==> src/rtl/leaf_out_arbiter.sv <==
`timescale 1ns/1ps
`default_nettype none
// ============================================================================
// Module   : leaf_out_arbiter
// Purpose  : Round-robin share of the leaf's BFT send path between HLS output
//            streams, wrapping each word into a 49-bit packet with per-port
//            destination, sequence address and credit flow control.
//            Optional macro ARB_BURST_EN: up to BURST_LEN words per grant.
// Revision : 1.0 - initial release
// ============================================================================
module leaf_out_arbiter #(
  parameter int NUM_PORTS     = 2,
  parameter int PAYLOAD_BITS  = 32,
  parameter int NUM_LEAF_BITS = 5,
  parameter int NUM_PORT_BITS = 4,
  parameter int NUM_ADDR_BITS = 7,
  parameter int CREDIT_MAX    = 64,
  parameter int BURST_LEN     = 4
) (
  input  logic                                clk_user,
  input  logic                                reset,
  input  logic [NUM_PORTS*PAYLOAD_BITS-1:0]   din_user,
  input  logic [NUM_PORTS-1:0]                vld_user2arb,
  output logic [NUM_PORTS-1:0]                ack_arb2user,
  output logic [NUM_LEAF_BITS+NUM_PORT_BITS+NUM_ADDR_BITS+PAYLOAD_BITS:0] pkt_out,
  output logic                                pkt_vld,
  input  logic                                pkt_rdy,
  input  logic                                cfg_we,
  input  logic [3:0]                          cfg_port,
  input  logic [NUM_LEAF_BITS+NUM_PORT_BITS-1:0] cfg_dst,
  input  logic                                cr_vld,
  input  logic [3:0]                          cr_port,
  input  logic [6:0]                          cr_cnt
);

  localparam int c_PW    = (NUM_PORTS > 1) ? $clog2(NUM_PORTS) : 1;
  localparam int c_DW    = NUM_LEAF_BITS + NUM_PORT_BITS;
  localparam int c_PKT_W = 1 + c_DW + NUM_ADDR_BITS + PAYLOAD_BITS;
  localparam int c_CW    = $clog2(CREDIT_MAX + 1);
  localparam int c_SW    = ((c_CW > 7) ? c_CW : 7) + 1;
  localparam logic [c_SW-1:0] c_CMAX = c_SW'(CREDIT_MAX);

  if (NUM_PORTS < 1 || NUM_PORTS > 16 || BURST_LEN < 1) begin : g_param_check
    $error("leaf_out_arbiter: unsupported NUM_PORTS or BURST_LEN");
  end

  // GRANT means the last cycle with a free output accepted a word, i.e. pkt_vld.
  typedef enum logic [0:0] {ST_IDLE = 1'b0, ST_GRANT = 1'b1} state_t;

  state_t                   r_state;
  logic [c_PW-1:0]          r_ptr;
  logic [c_PKT_W-1:0]       r_pkt;
  logic [c_DW-1:0]          r_tbl   [NUM_PORTS];
  logic [NUM_PORTS-1:0]     r_tbl_v;
  logic [c_CW-1:0]          r_cred  [NUM_PORTS];
  logic [NUM_ADDR_BITS-1:0] r_seq   [NUM_PORTS];

  logic [NUM_PORTS-1:0]     w_elig;
  logic                     w_free;
  logic                     w_any;
  logic                     w_accept;
  logic [c_PW-1:0]          w_win;
  logic [c_PW-1:0]          w_idx;
  logic [PAYLOAD_BITS-1:0]  w_data;
  logic [c_SW-1:0]          w_sum;
  logic [c_CW-1:0]          w_cred_nxt [NUM_PORTS];

`ifdef ARB_BURST_EN
  localparam int c_BW = $clog2(BURST_LEN + 1);
  logic [c_BW-1:0] r_bcnt;
  logic            w_keep;

  assign w_keep = (r_state == ST_GRANT) && (r_bcnt < c_BW'(BURST_LEN)) && w_elig[r_ptr];
`endif

  assign pkt_vld  = (r_state == ST_GRANT);
  assign pkt_out  = r_pkt;
  assign w_free   = !pkt_vld || pkt_rdy;
  assign w_accept = w_free && w_any;

  always_comb begin
    w_elig = '0;
    for (int i = 0; i < NUM_PORTS; i++)
      w_elig[i] = vld_user2arb[i] && r_tbl_v[i] && (r_cred[i] != '0);
  end

  // Search starts one past the last winner; wrapping back to it last.
  always_comb begin
    w_any = 1'b0;
    w_win = '0;
    w_idx = '0;
    for (int k = 1; k <= NUM_PORTS; k++) begin
      w_idx = c_PW'((int'(r_ptr) + k) % NUM_PORTS);
      if (!w_any && w_elig[w_idx]) begin
        w_any = 1'b1;
        w_win = w_idx;
      end
    end
`ifdef ARB_BURST_EN
    if (w_keep) begin
      w_any = 1'b1;
      w_win = r_ptr;
    end
`endif
  end

  always_comb begin
    ack_arb2user = '0;
    w_data       = '0;
    for (int i = 0; i < NUM_PORTS; i++) begin
      ack_arb2user[i] = w_accept && (w_win == c_PW'(i));
      if (w_win == c_PW'(i))
        w_data = din_user[i*PAYLOAD_BITS +: PAYLOAD_BITS];
    end
  end

  // Returned credits and the consumed credit combine before saturation.
  always_comb begin
    w_sum = '0;
    for (int i = 0; i < NUM_PORTS; i++) begin
      w_sum = c_SW'(r_cred[i]);
      if (cr_vld && (cr_port == 4'(i)))
        w_sum = w_sum + c_SW'(cr_cnt);
      if (ack_arb2user[i])
        w_sum = w_sum - c_SW'(1);
      w_cred_nxt[i] = (w_sum > c_CMAX) ? c_CW'(c_CMAX) : c_CW'(w_sum);
    end
  end

  always_ff @(posedge clk_user or negedge reset) begin
    if (!reset) begin
      r_state <= ST_IDLE;
      r_ptr   <= '0;
      r_pkt   <= '0;
      r_tbl_v <= '0;
      for (int i = 0; i < NUM_PORTS; i++) begin
        r_tbl[i]  <= '0;
        r_cred[i] <= c_CW'(CREDIT_MAX);
        r_seq[i]  <= '0;
      end
    end else begin
      for (int i = 0; i < NUM_PORTS; i++) begin
        if (cfg_we && (cfg_port == 4'(i))) begin
          r_tbl[i]   <= cfg_dst;
          r_tbl_v[i] <= 1'b1;
        end
        r_cred[i] <= w_cred_nxt[i];
        if (ack_arb2user[i])
          r_seq[i] <= r_seq[i] + NUM_ADDR_BITS'(1);
      end
      if (w_free)
        r_state <= w_accept ? ST_GRANT : ST_IDLE;
      if (w_accept) begin
        r_ptr <= w_win;
        r_pkt <= {1'b1, r_tbl[w_win], r_seq[w_win], w_data};
      end
    end
  end

`ifdef ARB_BURST_EN
  always_ff @(posedge clk_user or negedge reset) begin
    if (!reset)
      r_bcnt <= '0;
    else if (w_accept)
      r_bcnt <= w_keep ? (r_bcnt + c_BW'(1)) : c_BW'(1);
  end
`endif

endmodule
`default_nettype wire
==> config.mk <==
export PLATFORM = sky130hd
export DESIGN_NAME = leaf_out_arbiter
export DESIGN_NICKNAME = d
export VERILOG_FILES = /design/src/rtl/leaf_out_arbiter.sv
export SDC_FILE = /design/constraint.sdc
export NUM_CORES = 1
export LEC_CHECK = 0
export CAP_MARGIN = 15
export CORE_UTILIZATION = 52
export DETAILED_ROUTE_END_ITERATION = 8
export GPL_TIMING_DRIVEN = 1
export PLACE_DENSITY = 0.86
export SYNTH_ARGS = -nofsm -noshare
export SYNTH_HDL_FRONTEND = slang
export SYNTH_SLANG_ARGS = --single-unit
==> constraint.sdc <==
create_clock -name clk_user -period 9.9 [get_ports clk_user]
set_clock_uncertainty 0.2 [all_clocks]
set_input_delay 1.485 -clock clk_user [delete_from_list [all_inputs] [get_ports clk_user]]
set_output_delay 1.485 -clock clk_user [all_outputs]
set_load 0.02 [all_outputs]
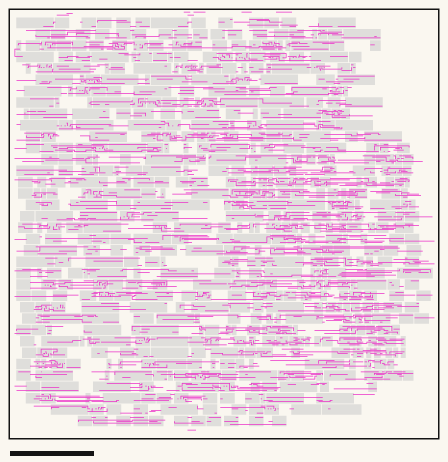
Fig. 1. Signal wires on met1 (run 1).
Bar = 20 um. Cells faint in the background.
share of all routed wire: 42%
nets with wire on the layer: 663
met1 usage: 0.361
Post-Route WL: 13.6 mm
via count: 4507

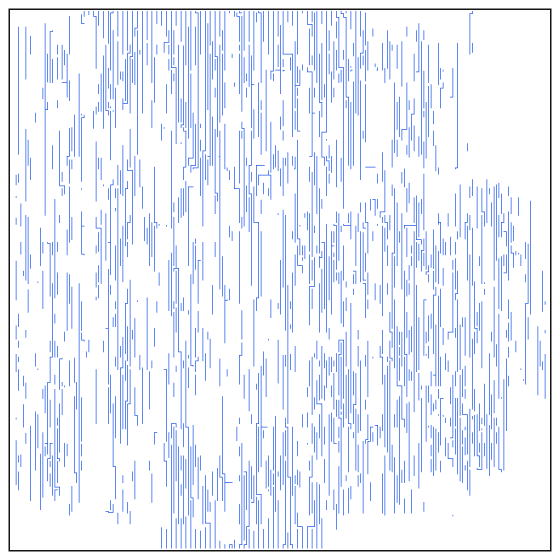
Fig. 2. Metal 2 (run 1).
nets with wire on the layer: 663
longest straight run: 41.5 um
grt met2 use: 0.420

==> results.sh, run 1 <==
# yosys + openroad results
export IMPL_antenna_found_initial=0
export IMPL_die_width_um=102
export IMPL_drtIter0Drc=445
export IMPL_setup_worst_path_end="ack_arb2user[1]"
export IMPL_post_cts_buffers=0
export IMPL_synthTopLogicFamily="AND-OR/OR-AND gates"
export IMPL_setup_ws_ns=4.89
export IMPL_status="completed"
export IMPL_xor_share=0.0401
export IMPL_cp_slowest_cell="clkdlybuf4s50_1"
export IMPL_simple_gate_share=0.137
export IMPL_clock_sinks=99
export IMPL_synthMuxAreaShare=0.0506
export IMPL_final_cell_mix="clkdlybuf4s50_1, dfrtp_1, inv_1"
export IMPL_yosys_area_top_type="dfrtp_1"
export IMPL_die_h_um=102
export IMPL_drc=0
export IMPL_max_cap_violations=0
export IMPL_synth_cell_types=74
export IMPL_clockPowerShare=0.135
export IMPL_setup_tns_ns=0
export IMPL_final_common_cell="clkdlybuf4s50_1"
export IMPL_cts_max_level=3
export IMPL_root_buffer="clkbuf_8"
export IMPL_cts_tree="done"
export IMPL_power_density_nw_per_um2=282
export IMPL_synth_top_cell_by_count="dfrtp_1"
export IMPL_crit_fanout=8
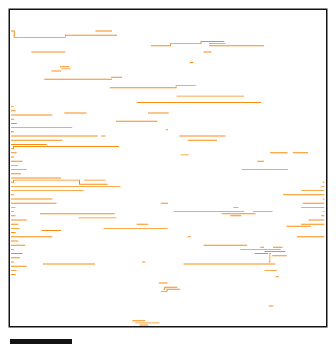
Fig. 3. Met3 routing (run 1).
Bar = 20 um.
wire length on this layer: 945 um
main direction: horizontal
GR met3 Demand/Resource: 0.0677

run 1: state kept, by name, summed over array words and instances (netlist names):
signal	cells
r_cred	14
r_ptr	1
pkt_vld	1
r_tbl	18
pkt_out	49
r_tbl_v	2
r_seq	14
run 1: cell type report:
| cell class | instances | area [sq um] |
|---|---|---|
| multi-input combinational | 296 | 2440 |
| tap | 133 | 166 |
| clock inverter | 7 | 80.1 |
| sequential | 99 | 2480 |
| clock buffer | 9 | 124 |
| inverter | 58 | 218 |
| fill | 724 | 2760 |
| timing repair buffer | 151 | 1510 |
run 1: routing by layer:
layer,up-vias,track usage,part of all wire
li1,2088,-,-
met1,2224,0.361,0.42
met2,173,0.420,0.49
met3,22,0.0677,0.069
met4,0,0.0813,0.019
met5,-,0,0
==> run 1 -> run 2 <==
CORE_UTILIZATION = 44   (was 52)
PLACE_DENSITY = 0.77   (was 0.86)
clock period = 4.2 ns   (was 9.9 ns; I/O delays follow)
==> run 2 against run 1 <==
Against the previous run: the flow now finishes with violations (DRC); cell area up 2.1%; hold slack got worse by 0.12 ns; wire length grew 0.43%; area after synthesis did not move; via count down 0.78%; largest power group unchanged.
==> results.sh, run 2 <==
# yosys + openroad results
export IMPL_status="complete, but fails checks"
export IMPL_violations="DRC"
export IMPL_final_cell_mix="clkdlybuf4s50_1, dfrtp_1, inv_1"
export IMPL_core_area_sq_um=11500
export IMPL_m1WireLength_mm=5.63
export IMPL_die_h_um=111
export IMPL_setup_tns_ns=0
export IMPL_use_met2=0.392
export IMPL_synth_top_cell_by_count="dfrtp_1"
export IMPL_cp_slowest_cell="a311oi_4"
export IMPL_cts_tree="done"
export IMPL_setup_ws_ns=0.525
export IMPL_drc=6
export IMPL_antenna_found_initial=0
export IMPL_yosys_area_top_type="dfrtp_1"
export IMPL_clock_sinks=99
export IMPL_ff2ff_path_depth=9
export IMPL_wl_met2_mm=6.94
export IMPL_drtIter0Drc=425
export IMPL_cts_max_level=3
export IMPL_crit_fanout=7
export IMPL_post_cts_buffers=0
export IMPL_busiest_layer="met2"
export IMPL_crit_arrival_ns=3.68
export IMPL_die_width_um=111
export IMPL_final_common_cell="clkdlybuf4s50_1"
export IMPL_root_buffer="clkbuf_16"
export IMPL_max_cap_violations=0
export IMPL_largest_reg_flops=49
## run 2: logic make-up after synthesis
| group | synth area share |
|---|---|
| simple gates | 0.137 |
| compound gates | 0.185 |
| flops | 0.473 |
| buf+inv | 0.0631 |
| xor+xnor | 0.0401 |
| mux | 0.0506 |
| fa+ha+maj | 0.0506 |
## run 2: metrics by stage
step	power (uW)	area [sq um]	hold slack (ns)
after floorplan	3090	5240	0.134
after global placement	3930	6840	0.250
after detailed placement	4010	6840	0.260
after CTS	4920	7160	0.193
after global routing	5220	7160	0.238
final	4900	7160	0.161
## run 2: area by class of cell
class	instances	area, sq um
inverter	58	218
sequential	99	2480
tap	143	179
fill	915	4350
multi-input combinational	296	2440
clock inverter	5	85.1
timing repair buffer	154	1520
clock buffer	11	243
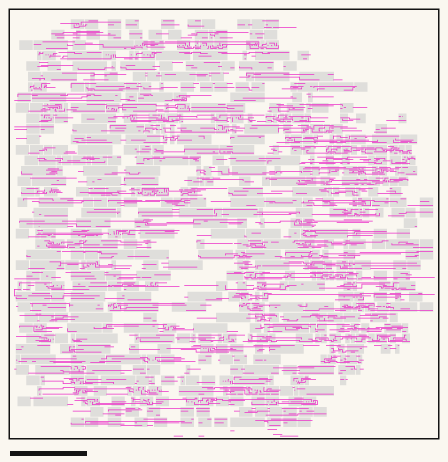
Fig. 4. Signal wires on met1 (run 2).
Bar = 20 um. Cells faint in the background.
wire length on this layer: 5630 um
main direction: horizontal
share of all routed wire: 41%
via count: 4472
Post-Route WL: 13.7 mm
met1 usage: 0.289

Power and IR drop assume default switching activity.
